`src/rtl/mcs4_pkg.sv`:
```
// Shared MCS-4 bus types: instruction-cycle phases, bus nibble and the I/O-RAM
// opcode set carried on the data bus in M2.
package mcs4;

  typedef logic [3:0] char_t;

  typedef enum logic [2:0] {A1, A2, A3, M1, M2, X1, X2, X3} instr_cyc_t;

  typedef enum logic [3:0] {
    OpWrm = 4'h0,
    OpWmp = 4'h1,
    OpWrr = 4'h2,
    OpWpm = 4'h3,
    OpWr0 = 4'h4,
    OpWr1 = 4'h5,
    OpWr2 = 4'h6,
    OpWr3 = 4'h7,
    OpSbm = 4'h8,
    OpRdm = 4'h9,
    OpRdr = 4'hA,
    OpAdm = 4'hB,
    OpRd0 = 4'hC,
    OpRd1 = 4'hD,
    OpRd2 = 4'hE,
    OpRd3 = 4'hF
  } ioram_opa_t;

  localparam int unsigned Ram_regs         = 4;
  localparam int unsigned Ram_chars        = 16;
  localparam int unsigned Ram_status_chars = 4;

  // Commands for which a RAM chip drives the bus in X2.
  function automatic logic is_ram_read(ioram_opa_t op);
    case (op)
      OpSbm, OpRdm, OpAdm, OpRd0, OpRd1, OpRd2, OpRd3: return 1'b1;
      default:                                         return 1'b0;
    endcase
  endfunction

  function automatic logic is_status_rd(ioram_opa_t op);
    case (op)
      OpRd0, OpRd1, OpRd2, OpRd3: return 1'b1;
      default:                    return 1'b0;
    endcase
  endfunction

endpackage

```
`src/rtl/i4002_if.sv`:
```
// CPU-side bus bundle seen by an i4002 responder: sync, bank command lines,
// data bus in both directions and the chip's output port.
interface i4002_if;
  import mcs4::*;

  logic  sync;
  char_t cm_ram;
  char_t dbus_in;
  char_t dbus_out;
  logic  dbus_oe;
  char_t port_out;

  modport master (
    output sync,
    output cm_ram,
    output dbus_in,
    input  dbus_out,
    input  dbus_oe,
    input  port_out
  );

  modport slave (
    input  sync,
    input  cm_ram,
    input  dbus_in,
    output dbus_out,
    output dbus_oe,
    output port_out
  );

endinterface

```
`src/rtl/mcs4_phase_tracker.sv`:
```
// Follows the CPU's 8-phase instruction cycle from its sync pulse; any sync
// (on or off schedule) realigns the count so the next cycle is A1.
module mcs4_phase_tracker
  import mcs4::*;
(
  input  logic       clk,
  input  logic       rst,
  input  logic       sync,
  output instr_cyc_t phase,
  output logic       valid
);

  instr_cyc_t phase_q, phase_d;
  logic       valid_q, valid_d;

  always_comb begin
    phase_d = phase_q;
    valid_d = valid_q;
    if (sync) begin
      phase_d = A1;
      valid_d = 1'b1;
    end else if (valid_q) begin
      case (phase_q)
        A1:      phase_d = A2;
        A2:      phase_d = A3;
        A3:      phase_d = M1;
        M1:      phase_d = M2;
        M2:      phase_d = X1;
        X1:      phase_d = X2;
        X2:      phase_d = X3;
        X3:      phase_d = A1;
        default: phase_d = A1;
      endcase
    end
  end

  always_ff @(posedge clk or posedge rst) begin
    if (rst) begin
      phase_q <= A1;
      valid_q <= 1'b0;
    end else begin
      phase_q <= phase_d;
      valid_q <= valid_d;
    end
  end

  assign phase = phase_q;
  assign valid = valid_q;

endmodule

```
`src/rtl/i4002.sv`:
```
// MCS-4 RAM / output-port responder: snoops SRC and I/O-RAM commands on the
// CPU bus and serves main memory, status characters and the output port.
module i4002 #(
  parameter int unsigned CHIP_ID = 0,
  parameter int unsigned BANK    = 0
) (
  input  logic     clk,
  input  logic     rst,
  i4002_if.slave   bus
);
  import mcs4::*;

  localparam logic [1:0] ChipId  = CHIP_ID[1:0];
  localparam logic [1:0] BankSel = BANK[1:0];

  instr_cyc_t phase;
  logic       valid;

  mcs4_phase_tracker u_phase (
    .clk   (clk),
    .rst   (rst),
    .sync  (bus.sync),
    .phase (phase),
    .valid (valid)
  );

  logic       selected_q, selected_d;
  logic [1:0] reg_sel_q, reg_sel_d;
  char_t      char_sel_q, char_sel_d;
  logic       src_pend_q, src_pend_d;
  ioram_opa_t cmd_q, cmd_d;
  logic       cmd_vld_q, cmd_vld_d;
  char_t      rd_data_q, rd_data_d;
  logic       drive_q, drive_d;
  char_t      port_q, port_d;
  char_t      main_q   [Ram_regs][Ram_chars];
  char_t      main_d   [Ram_regs][Ram_chars];
  char_t      status_q [Ram_regs][Ram_status_chars];
  char_t      status_d [Ram_regs][Ram_status_chars];

  logic       bank_hit;
  logic       exec;
  logic [3:0] cmd_raw;
  char_t      rd_src;

  assign bank_hit = bus.cm_ram[BankSel];
  assign exec     = valid && cmd_vld_q && selected_q;
  assign cmd_raw  = cmd_q;
  // Low opcode bits index the status character for WR0..3 / RD0..3.
  assign rd_src   = is_status_rd(cmd_q) ? status_q[reg_sel_q][cmd_raw[1:0]]
                                        : main_q[reg_sel_q][char_sel_q];

  always_comb begin
    selected_d = selected_q;
    reg_sel_d  = reg_sel_q;
    char_sel_d = char_sel_q;
    src_pend_d = src_pend_q;
    cmd_d      = cmd_q;
    cmd_vld_d  = cmd_vld_q;
    rd_data_d  = rd_data_q;
    drive_d    = 1'b0;
    port_d     = port_q;
    main_d     = main_q;
    status_d   = status_q;

    if (valid) begin
      case (phase)
        M2: begin
          if (bank_hit) begin
            cmd_d     = ioram_opa_t'(bus.dbus_in);
            cmd_vld_d = 1'b1;
          end
        end
        X1: begin
          if (exec && is_ram_read(cmd_q)) begin
            rd_data_d = rd_src;
            drive_d   = 1'b1;
          end
        end
        X2: begin
          if (bank_hit) begin
            selected_d = (bus.dbus_in[3:2] == ChipId);
            reg_sel_d  = bus.dbus_in[1:0];
            src_pend_d = 1'b1;
          end
          if (exec) begin
            case (cmd_q)
              OpWrm:                      main_d[reg_sel_q][char_sel_q] = bus.dbus_in;
              OpWmp:                      port_d = bus.dbus_in;
              OpWr0, OpWr1, OpWr2, OpWr3: status_d[reg_sel_q][cmd_raw[1:0]] = bus.dbus_in;
              default: ;
            endcase
          end
        end
        X3: begin
          cmd_vld_d = 1'b0;
          if (src_pend_q) begin
            char_sel_d = bus.dbus_in;
            src_pend_d = 1'b0;
          end
        end
        default: ;
      endcase
    end
  end

  always_ff @(posedge clk or posedge rst) begin
    if (rst) begin
      selected_q <= 1'b0;
      reg_sel_q  <= '0;
      char_sel_q <= '0;
      src_pend_q <= 1'b0;
      cmd_q      <= OpWrm;
      cmd_vld_q  <= 1'b0;
      rd_data_q  <= '0;
      drive_q    <= 1'b0;
      port_q     <= '0;
      main_q     <= '{default: '0};
      status_q   <= '{default: '0};
    end else begin
      selected_q <= selected_d;
      reg_sel_q  <= reg_sel_d;
      char_sel_q <= char_sel_d;
      src_pend_q <= src_pend_d;
      cmd_q      <= cmd_d;
      cmd_vld_q  <= cmd_vld_d;
      rd_data_q  <= rd_data_d;
      drive_q    <= drive_d;
      port_q     <= port_d;
      main_q     <= main_d;
      status_q   <= status_d;
    end
  end

  // Drive only for the X2 cycle so the wire-OR with other responders stays clean.
  assign bus.dbus_out = drive_q ? rd_data_q : '0;
  assign bus.dbus_oe  = drive_q;
  assign bus.port_out = port_q;

endmodule

```
`src/flat_wrapper.sv`:
```
// flat-port wrapper written by rule: the top's interface ports become plain ports
module i4002_flat import mcs4::*;
#(
  parameter int unsigned CHIP_ID = 0,
  parameter int unsigned BANK    = 0
)
  (clk, rst, bus_sync, bus_cm_ram, bus_dbus_in, bus_dbus_out, bus_dbus_oe, bus_port_out);
  i4002_if bus_i ();
  input  logic clk;
  input  logic rst;
  input wire logic [$bits(bus_i.sync)-1:0] bus_sync;
  input wire logic [$bits(bus_i.cm_ram)-1:0] bus_cm_ram;
  input wire logic [$bits(bus_i.dbus_in)-1:0] bus_dbus_in;
  output wire logic [$bits(bus_i.dbus_out)-1:0] bus_dbus_out;
  output wire logic [$bits(bus_i.dbus_oe)-1:0] bus_dbus_oe;
  output wire logic [$bits(bus_i.port_out)-1:0] bus_port_out;
  assign bus_i.sync = bus_sync;
  assign bus_i.cm_ram = bus_cm_ram;
  assign bus_i.dbus_in = bus_dbus_in;
  assign bus_dbus_out = bus_i.dbus_out;
  assign bus_dbus_oe = bus_i.dbus_oe;
  assign bus_port_out = bus_i.port_out;
  i4002 #(.CHIP_ID(CHIP_ID), .BANK(BANK)) u_core (.clk(clk), .rst(rst), .bus(bus_i));
endmodule
```
`config.mk`:
```
export PLATFORM = sky130hd
export DESIGN_NAME = i4002_flat
export DESIGN_NICKNAME = d
export VERILOG_FILES = /design/src/rtl/mcs4_pkg.sv /design/src/rtl/i4002_if.sv /design/src/rtl/mcs4_phase_tracker.sv /design/src/rtl/i4002.sv /design/src/flat_wrapper.sv
export SDC_FILE = /design/constraint.sdc
export NUM_CORES = 1
export LEC_CHECK = 0
export CAP_MARGIN = 20
export CORE_UTILIZATION = 36
export CTS_BUF_LIST = sky130_fd_sc_hd__clkbuf_2
export CTS_CLUSTER_SIZE = 25
export DETAILED_ROUTE_END_ITERATION = 6
export HOLD_SLACK_MARGIN = 0.15
export PLACE_DENSITY = 0.56
export SYNTH_ARGS = -nofsm -noshare
export SYNTH_HDL_FRONTEND = slang
export SYNTH_SLANG_ARGS = --single-unit
```
`constraint.sdc`:
```
create_clock -name clk -period 24.3 [get_ports clk]
set_input_delay 4.86 -clock clk [delete_from_list [all_inputs] [get_ports clk]]
set_output_delay 4.86 -clock clk [all_outputs]
set_load 0.03 [all_outputs]
```
run_1/final_congestion.png
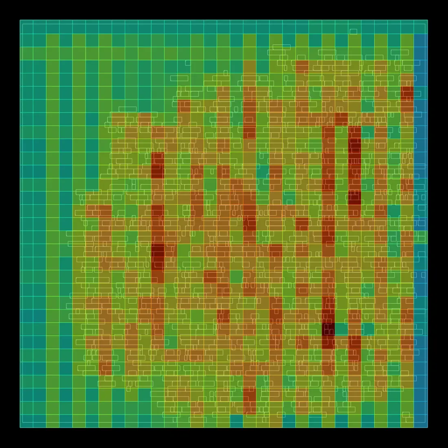
GRT met3 Usage: 3.461%
wire per inst: 20.51 um
fin util: 39.84%
GR met2 Demand/Resource: 25.30%

run_1/met1.png
Scale: 1 px per um.
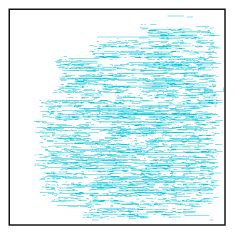
main direction: horizontal
nets with wire on the layer: 1093
wire length on this layer: 17500 um
grt met1 use: 24.12%
Routed Wire Length: 36.73 mm

==> changes_impl.md, run 1 <==
## Implementation

* Post-route cell area at 17650 um2
* RSZ-0062 raised after global routing: false
* AO/OA Area Share at about 2.1%
* Commonest flop: dfrtp_1
* Status: completed
* Most frequent cells in the layout: 343 x dfrtp_1, 332 x mux2_2, 128 x clkbuf_2
* Synthesized area at roughly 16000 um2
* Detail Route met3 WL at between 1.5 and 2 mm
* Top cells by count, synth: 346 x dfrtp_1, 332 x mux2_2, 84 x mux4_2
* Routed length on met2 at between 15 and 20 mm
* Core area at 44320 um2
* Critical-path maximum fanout at 2
* Final Hold Fails at 0
* Highest Signal Layer: met4
* Largest net degree at the start of global routing at approximately 120
* Cell count in the Yosys report at roughly 1100
* Antenna Cells at 1
* Pre-Place Util at between 30% and 40%
* Vias post-DR at about 9400
* Multi-In Gates at roughly 660
* Min-delay src: u_core.main_q[195]$_DFFE_PP0P_
* P per Cell Area at ~69 nW/um2
* R2r startpoint: u_core.reg_sel_q[1]$_DFFE_PP0P_
* Total iterations of the first detailed-routing run at 4
run_1/zoom.png
Window x 148 to 173, y 148 to 173 um. Cells in grey, sequential cells in the stronger grey; small squares are vias.
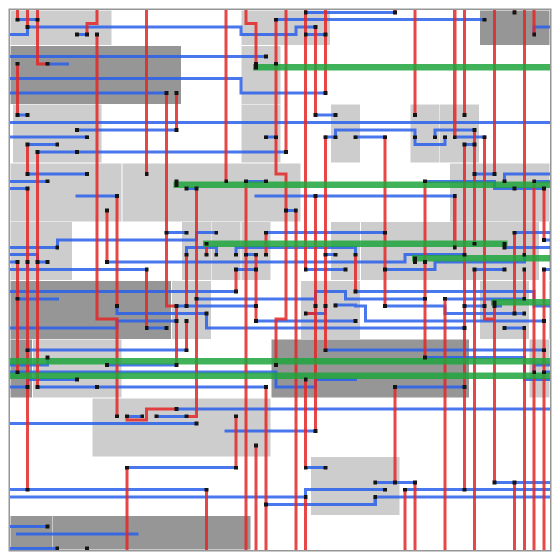
legend:
  red:
    layer: met2
  green:
    layer: met3
  blue:
    layer: met1
netlist names of flops here include: `u_core.status_q` (4)
cells with their middle in the window: 28
sequential cells in the window: 4
most frequent: nor2_1 (6), mux4_2 (6), mux2_2 (5)

run_1/registers.png
Scale: 2 px per um.
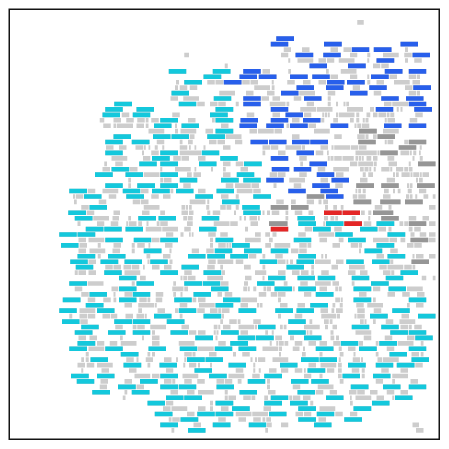
legend:
  cyan:
    netlist_name: `u_core.main_q`
    placed_flops: 256
  red:
    netlist_name: `u_core.rd_data_q`
    placed_flops: 4
    where: middle right
  blue:
    netlist_name: `u_core.status_q`
    placed_flops: 64
not coloured: 22
Seq/total area: 49.09%
Seq group: 0.637 mW

[run 1: how the worst min path moves through the flow]
stage,endpoint,cells past startpoint
after floorplan,u_core.main_q[192]$_DFFE_PP0P_,1
after global placement,u_core.main_q[192]$_DFFE_PP0P_,1
after detailed placement,u_core.main_q[195]$_DFFE_PP0P_,1
after CTS,u_core.main_q[195]$_DFFE_PP0P_,1
after global routing,u_core.main_q[58]$_DFFE_PP0P_,1
final,u_core.main_q[195]$_DFFE_PP0P_,1
[run 1: routing by layer]
layer,global-route usage (%),up-vias
met1,24.12,4961
met2,25.30,178
met4,5.119,0
met3,3.461,40
met5,0,-
li1,-,4180
[run 1: critical path: stages, from the launching register on]
cell and delay, ps:
dfrtp_1 430, and2_1 150, clkdlybuf4s50_1 660
[run 1: registers in the layout, indices dropped and copies added (netlist names)]
| name | flops |
|---|---|
| u_core.reg_sel_q | 2 |
| u_core.selected_q | 1 |
| u_core.status_q | 64 |
| u_core.cmd_q | 4 |
| u_core.main_q | 256 |
| u_core.char_sel_q | 4 |
| u_core.rd_data_q | 4 |
| u_core.bus.dbus_oe | 1 |
| u_core.u_phase.phase | 3 |
| u_core.bus.port_out | 4 |
| u_core.cmd_vld_q | 1 |
| u_core.u_phase.valid | 1 |
| u_core.src_pend_q | 1 |
[run 1: metrics by stage]
stage	util (%)	hold WS [ps]	total power, mW	instances
after floorplan	-	459.5	0.7803	1087
after global placement	38.01	468.5	0.8269	1633
after detailed placement	38.01	481.0	0.8294	1633
after CTS	39.82	501.8	1.238	1789
after global routing	39.84	522.2	1.286	1791
final	39.84	494.9	1.216	1791
[run 1: report_power, final]
part	leakage (nW)	switching [mW]	internal (mW)	total, mW
logic	2.66	0.0922	0.0844	0.177
clock network	0.616	0.240	0.162	0.402
registers	4.18	0.0339	0.603	0.637
==> inputs of run 2 (changes only) <==
PLACE_DENSITY = 0.57   (was 0.56)
clock period = 6.25 ns   (was 24.3 ns; I/O delays follow)
run_2/final_congestion.png
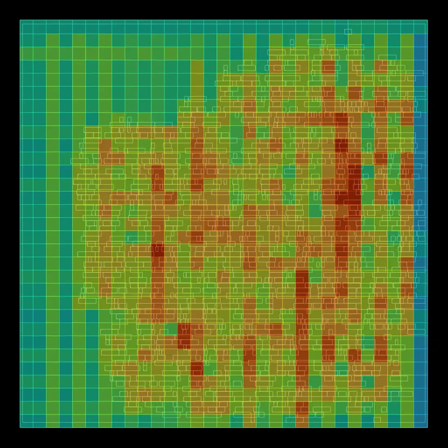
wire per inst: 20.13 um
GRT Total Usage: 16.55%
grt met1 use: 23.34%

run_2/registers.png
Scale: 2 px per um.
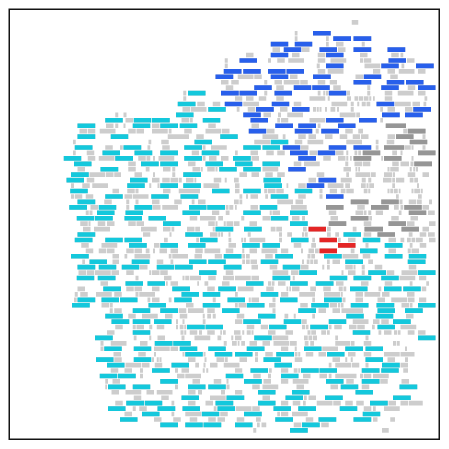
legend:
  blue:
    netlist_name: `u_core.status_q`
    placed_flops: 64
  red:
    netlist_name: `u_core.rd_data_q`
    placed_flops: 4
    where: middle right
  cyan:
    netlist_name: `u_core.main_q`
    placed_flops: 256
Seq group: 2.50 mW
Seq/total area: 48.74%
Sequential Area: 8667 um2

==> run 2 against run 1 <==
  * Combinational power rose to 3.8 times the previous value
  * Largest cell class unchanged
  * Setup slack worse by 14000 ps
  * Total power rose to 4.0 times the previous value
  * Non-clock buffer count is 2 lower
  * Hold slack gained 6.7 ps
  * Synthesized area is the same
  * Register-to-register slack got worse by 18000 ps
  * Utilization grew 0.29 points
  * Sequential share of layout area shrank 0.36 points
  * Highest routed layer unchanged
==> changes_impl.md, run 2 <==
## Implementation

* Clk pwr share at 35.3% (+2.2 points)
* CP max-delay cell: clkdlybuf4s50_1
* Post-route cell area at 17780 um2 (+0.73%)
* Max reg flops at 256 (unchanged)
* P&R area growth vs syn at 9.634%
* CTS tree: yes
* Status: completed
* CP Buf/Inv Count at 1 (unchanged)
* Gate power share at 13.6% (-0.9 points)
* Final Hold Fails at 0 (unchanged)
* Switching Share at 29.37% (-0.75 points)
* Vias post-DR at 9355 (-0.043%)
* Clk pin slew, worst setup/hold paths at around 100 ps
* Slowest Stage Delay on Critical Path at 660 ps (about the same)
* Biggest register: u_core.main_q
* Largest net degree at the start of global routing at 156 (+28%)
* Synthesized area at 16220 um2 (unchanged)
* # nets final at 1152
* Hold_buf cts at 0
* Total iterations of the first detailed-routing run at 4 (unchanged)
* Cell count in the Yosys report at 1087 (unchanged)
* Pre-Place Util at 36.60% (unchanged)
* CP delay by family, top: buffers and inverters
* YS chip area at between 15000 and 20000 um2
* Design Power at 4.896 mW (+300%)
* Reg power frac at 51.0% (-1.4 points)
* Combinational power at 0.668 mW (+280%)
* IO Pins at 20
* Main area contributors: dfrtp_1 53%, mux2_2 23%, mux4_2 12%
* Placed cells at 1632 (-0.061%)
* Pwr top: registers
* RSZ-0062 raised after global routing: false
* Top flop regs: u_core.main_q: 256 flops, u_core.status_q: 64 flops
* Net Switching at 1.438 mW (+290%)
* Core area at 44320 um2 (unchanged)
* Total internal power at 3.458 mW (+310%)
* Clock Path Buffers at 3
* Power Clock at 1.73 mW (+330%)
* Fin util at 40.13% (+0.29 points)
* Commonest Layout Cell: dfrtp_1
* Non-Filler Instances at 1799 (+0.45%)
* Commonest flop: dfrtp_1
* Most frequent cells in the layout: 343 x dfrtp_1, 332 x mux2_2, 149 x clkbuf_2
* Top cells by count, synth: 346 x dfrtp_1, 332 x mux2_2, 84 x mux4_2
* Hold WS at 501.7 ps (+6.746 ps)
* Routed vias/inst at 5.200
* Cell Chain, Critical Path: and2_1, clkdlybuf4s50_1
* Port Buffers at 16
* Period Utilization, post-route at approximately 55%
* Critical-path maximum fanout at 5 (+3)
[run 2: cell counts after synthesis]
Identical to the previous run, type by type.
[run 2: layer usage]
| metal | wire length, um | share of wire (%) | track usage (%) | vias up |
|---|---|---|---|---|
| met4 | 566 | 1.6 | 5.762 | 0 |
| li1 | - | - | - | 4177 |
| met3 | 1696 | 4.7 | 3.319 | 46 |
| met2 | 17060 | 47 | 25.39 | 190 |
| met5 | 0 | 0 | 0 | - |
| met1 | 16900 | 47 | 23.34 | 4942 |
[run 2: final timing paths]
kind | start | end | slack, ps | cells past startpoint
min in group asynchronous | rst | u_core.main_q[189]$_DFFE_PP0P_ | 550 | 2
worst max-delay path | u_core.bus.dbus_oe$_DFF_PP0_ | bus_dbus_out[2] | 2830 | 2
max in group asynchronous | rst | u_core.main_q[41]$_DFFE_PP0P_ | 4520 | 3
worst max register to register | u_core.reg_sel_q[0]$_DFFE_PP0P_ | u_core.rd_data_q[1]$_DFFE_PP0P_ | 2920 | 6
worst min register to register | u_core.main_q[11]$_DFFE_PP0P_ | u_core.main_q[11]$_DFFE_PP0P_ | 500 | 1
worst min-delay path | u_core.main_q[11]$_DFFE_PP0P_ | u_core.main_q[11]$_DFFE_PP0P_ | 500 | 1
[run 2: cells by family (layout without fill, tap and decap cells)]
family,after synthesis,in the layout,synth area share (%)
compound gates,52,52,2.075
xor+xnor,1,1,0.05401
fa+ha+maj,5,5,0.3857
buf+inv,85,204,2.538
flops,346,346,53.38
mux,429,429,35.53
other cells,0,1,0
simple gates,169,169,6.040
[run 2: final cells by class]
class	count	area (um2)	share of cell area (%)
timing repair buffer	29	262.8	1.478
tap	592	740.7	4.165
clock buffer	149	745.7	4.193
multi-input combinational	656	7151	40.21
sequential	346	8667	48.74
inverter	9	37.54	0.2111
clock inverter	17	176.4	0.9920
antenna	1	2.502	0.01407
==> inputs of run 3 (changes only) <==
PLACE_DENSITY = 0.56   (was 0.57)
clock period = 3.45 ns   (was 6.25 ns; I/O delays follow)
run_3/registers.png
Scale: 2 px per um.
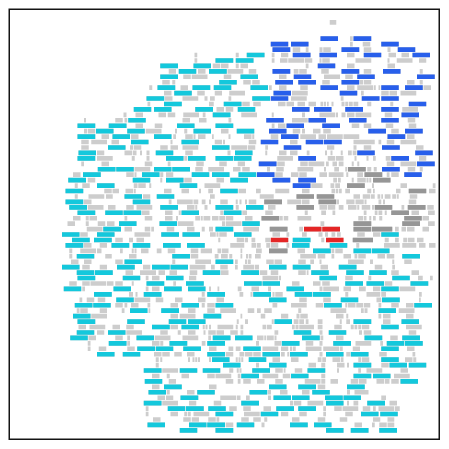
legend:
  blue:
    netlist_name: `u_core.status_q`
    placed_flops: 64
    where: upper right
  cyan:
    netlist_name: `u_core.main_q`
    placed_flops: 256
    where: all over the die
  red:
    netlist_name: `u_core.rd_data_q`
    placed_flops: 4
    where: middle right
not coloured: 22
fin util: 40.36%
Seq/total area: 48.46%
Seq group: 4.47 mW

run_3/final_congestion.png
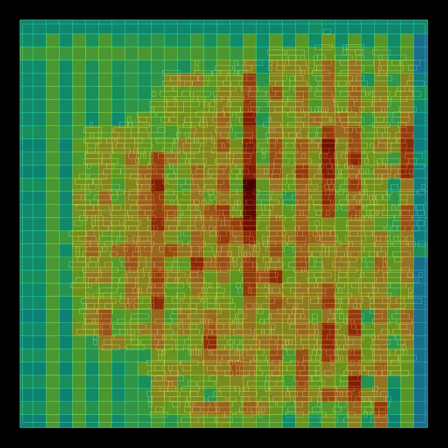
most used routing layer: met2
grt met1 use: 22.60%

==> run 3 against run 2 <==
  * First-iteration DRC count down 12%
  * Clock skew is 5.1 ps lower
  * Via count up 1.1%
  * Utilization grew 0.23 points
  * Non-clock buffer count increased by 22
  * Sequential share of layout area decreased by 0.28 points
  * Hold slack lost 120 ps
  * Total power increased by 75%
  * Clock-buffer cell count down 10
  * Critical path depth unchanged
  * Synthesized cell count unchanged
  * Cell area up 0.58%
==> changes_impl.md, run 3 <==
## Implementation

* Biggest register: u_core.main_q
* CP delay by family, top: buffers and inverters
* Commonest Layout Cell: dfrtp_1
* P&R area growth vs syn at 10.27%
* IO Pins at 20 (unchanged)
* CTS tree: yes
* Period Utilization, post-route at 82.90%
* Most frequent cells in the layout: 343 x dfrtp_1, 332 x mux2_2, 139 x clkbuf_2
* Levels on crit path at 2 (unchanged)
* Clock Path Buffers at 3 (unchanged)
* CP max-delay cell: clkdlybuf4s50_1
* Slack of the worst reg-to-reg path at 800 ps (-2120 ps)
* Post-route cell area at 17890 um2 (+0.58%)
* Routed length on met2 at 17.41 mm (+2.0%)
* Cells on worst reg2reg path at 6 (unchanged)
* GRT Total Usage at 16.78% (+0.23 points)
* RSZ-0062 raised after global routing: false
* R2r startpoint: u_core.reg_sel_q[1]$_DFFE_PP0P_
* Top flop regs: u_core.main_q: 256 flops, u_core.status_q: 64 flops
* Highest Signal Layer: met4
* Wire per inst at 20.40 um (+1.3%)
* # nets final at 1173 (+1.8%)
* Cell count in the Yosys report at 1087 (unchanged)
* Met1 wire length at 17.20 mm (+1.8%)
* Multi-input gate area at 7151 um2 (unchanged)
* Detail Route met3 WL at 1.513 mm (-11%)
* Routed vias/inst at 5.229 (+0.55%)
* Clk pin slew, worst setup/hold paths at 100 ps (about the same)
* Status: completed
* Sequential Area at 8667 um2 (unchanged)
* Non-Filler Instances at 1809 (+0.56%)
* Critical-path maximum fanout at 5 (unchanged)
run 3: cell types whose count changed in the layout (fill, tap and decap cells not counted), sizes merged, moves of 2 or more:
cell,before,now
inv,9,12
bufinv,4,1
clkbuf,149,139
dlygate4sd3,0,2
buf,17,37
run 3: layout make-up:
cell class,count,share of cell area [%]
clock inverters,15,0.4687
well taps,592,4.141
inverters,9,0.2099
flip-flops and latches,346,48.46
multi-input cells,656,39.98
clock buffers,139,3.889
repair buffers,51,2.840
diodes,1,0.01399
run 3: worst min-delay path by stage:
stage,start,end,cells after the start
after floorplan,u_core.main_q[192]$_DFFE_PP0P_,u_core.main_q[192]$_DFFE_PP0P_,1
after global placement,u_core.main_q[192]$_DFFE_PP0P_,u_core.main_q[192]$_DFFE_PP0P_,1
after detailed placement,u_core.main_q[195]$_DFFE_PP0P_,u_core.main_q[195]$_DFFE_PP0P_,1
after CTS,bus_dbus_in[2],u_core.main_q[178]$_DFFE_PP0P_,2
after global routing,bus_dbus_in[2],u_core.main_q[246]$_DFFE_PP0P_,2
final,bus_dbus_in[2],u_core.main_q[214]$_DFFE_PP0P_,2
run 3: cells by family (layout without fill, tap and decap cells):
logic type | after synthesis | count (layout) | synth area share [%]
fa+ha+maj | 5 | 5 | 0.3857
other cells | 0 | 1 | 0
mux | 429 | 429 | 35.53
compound gates | 52 | 52 | 2.075
flops | 346 | 346 | 53.38
xor+xnor | 1 | 1 | 0.05401
buf+inv | 85 | 214 | 2.538
simple gates | 169 | 169 | 6.040
run 3: power by group:
group | internal [mW] | total, mW | switching [mW]
Clock | 1.13 | 2.79 | 1.66
Combinational | 0.633 | 1.32 | 0.689
Sequential | 4.25 | 4.47 | 0.221
Total | 6.01 | 8.58 | 2.57
No activity file was given, so power comes from the tool's default toggle rates.
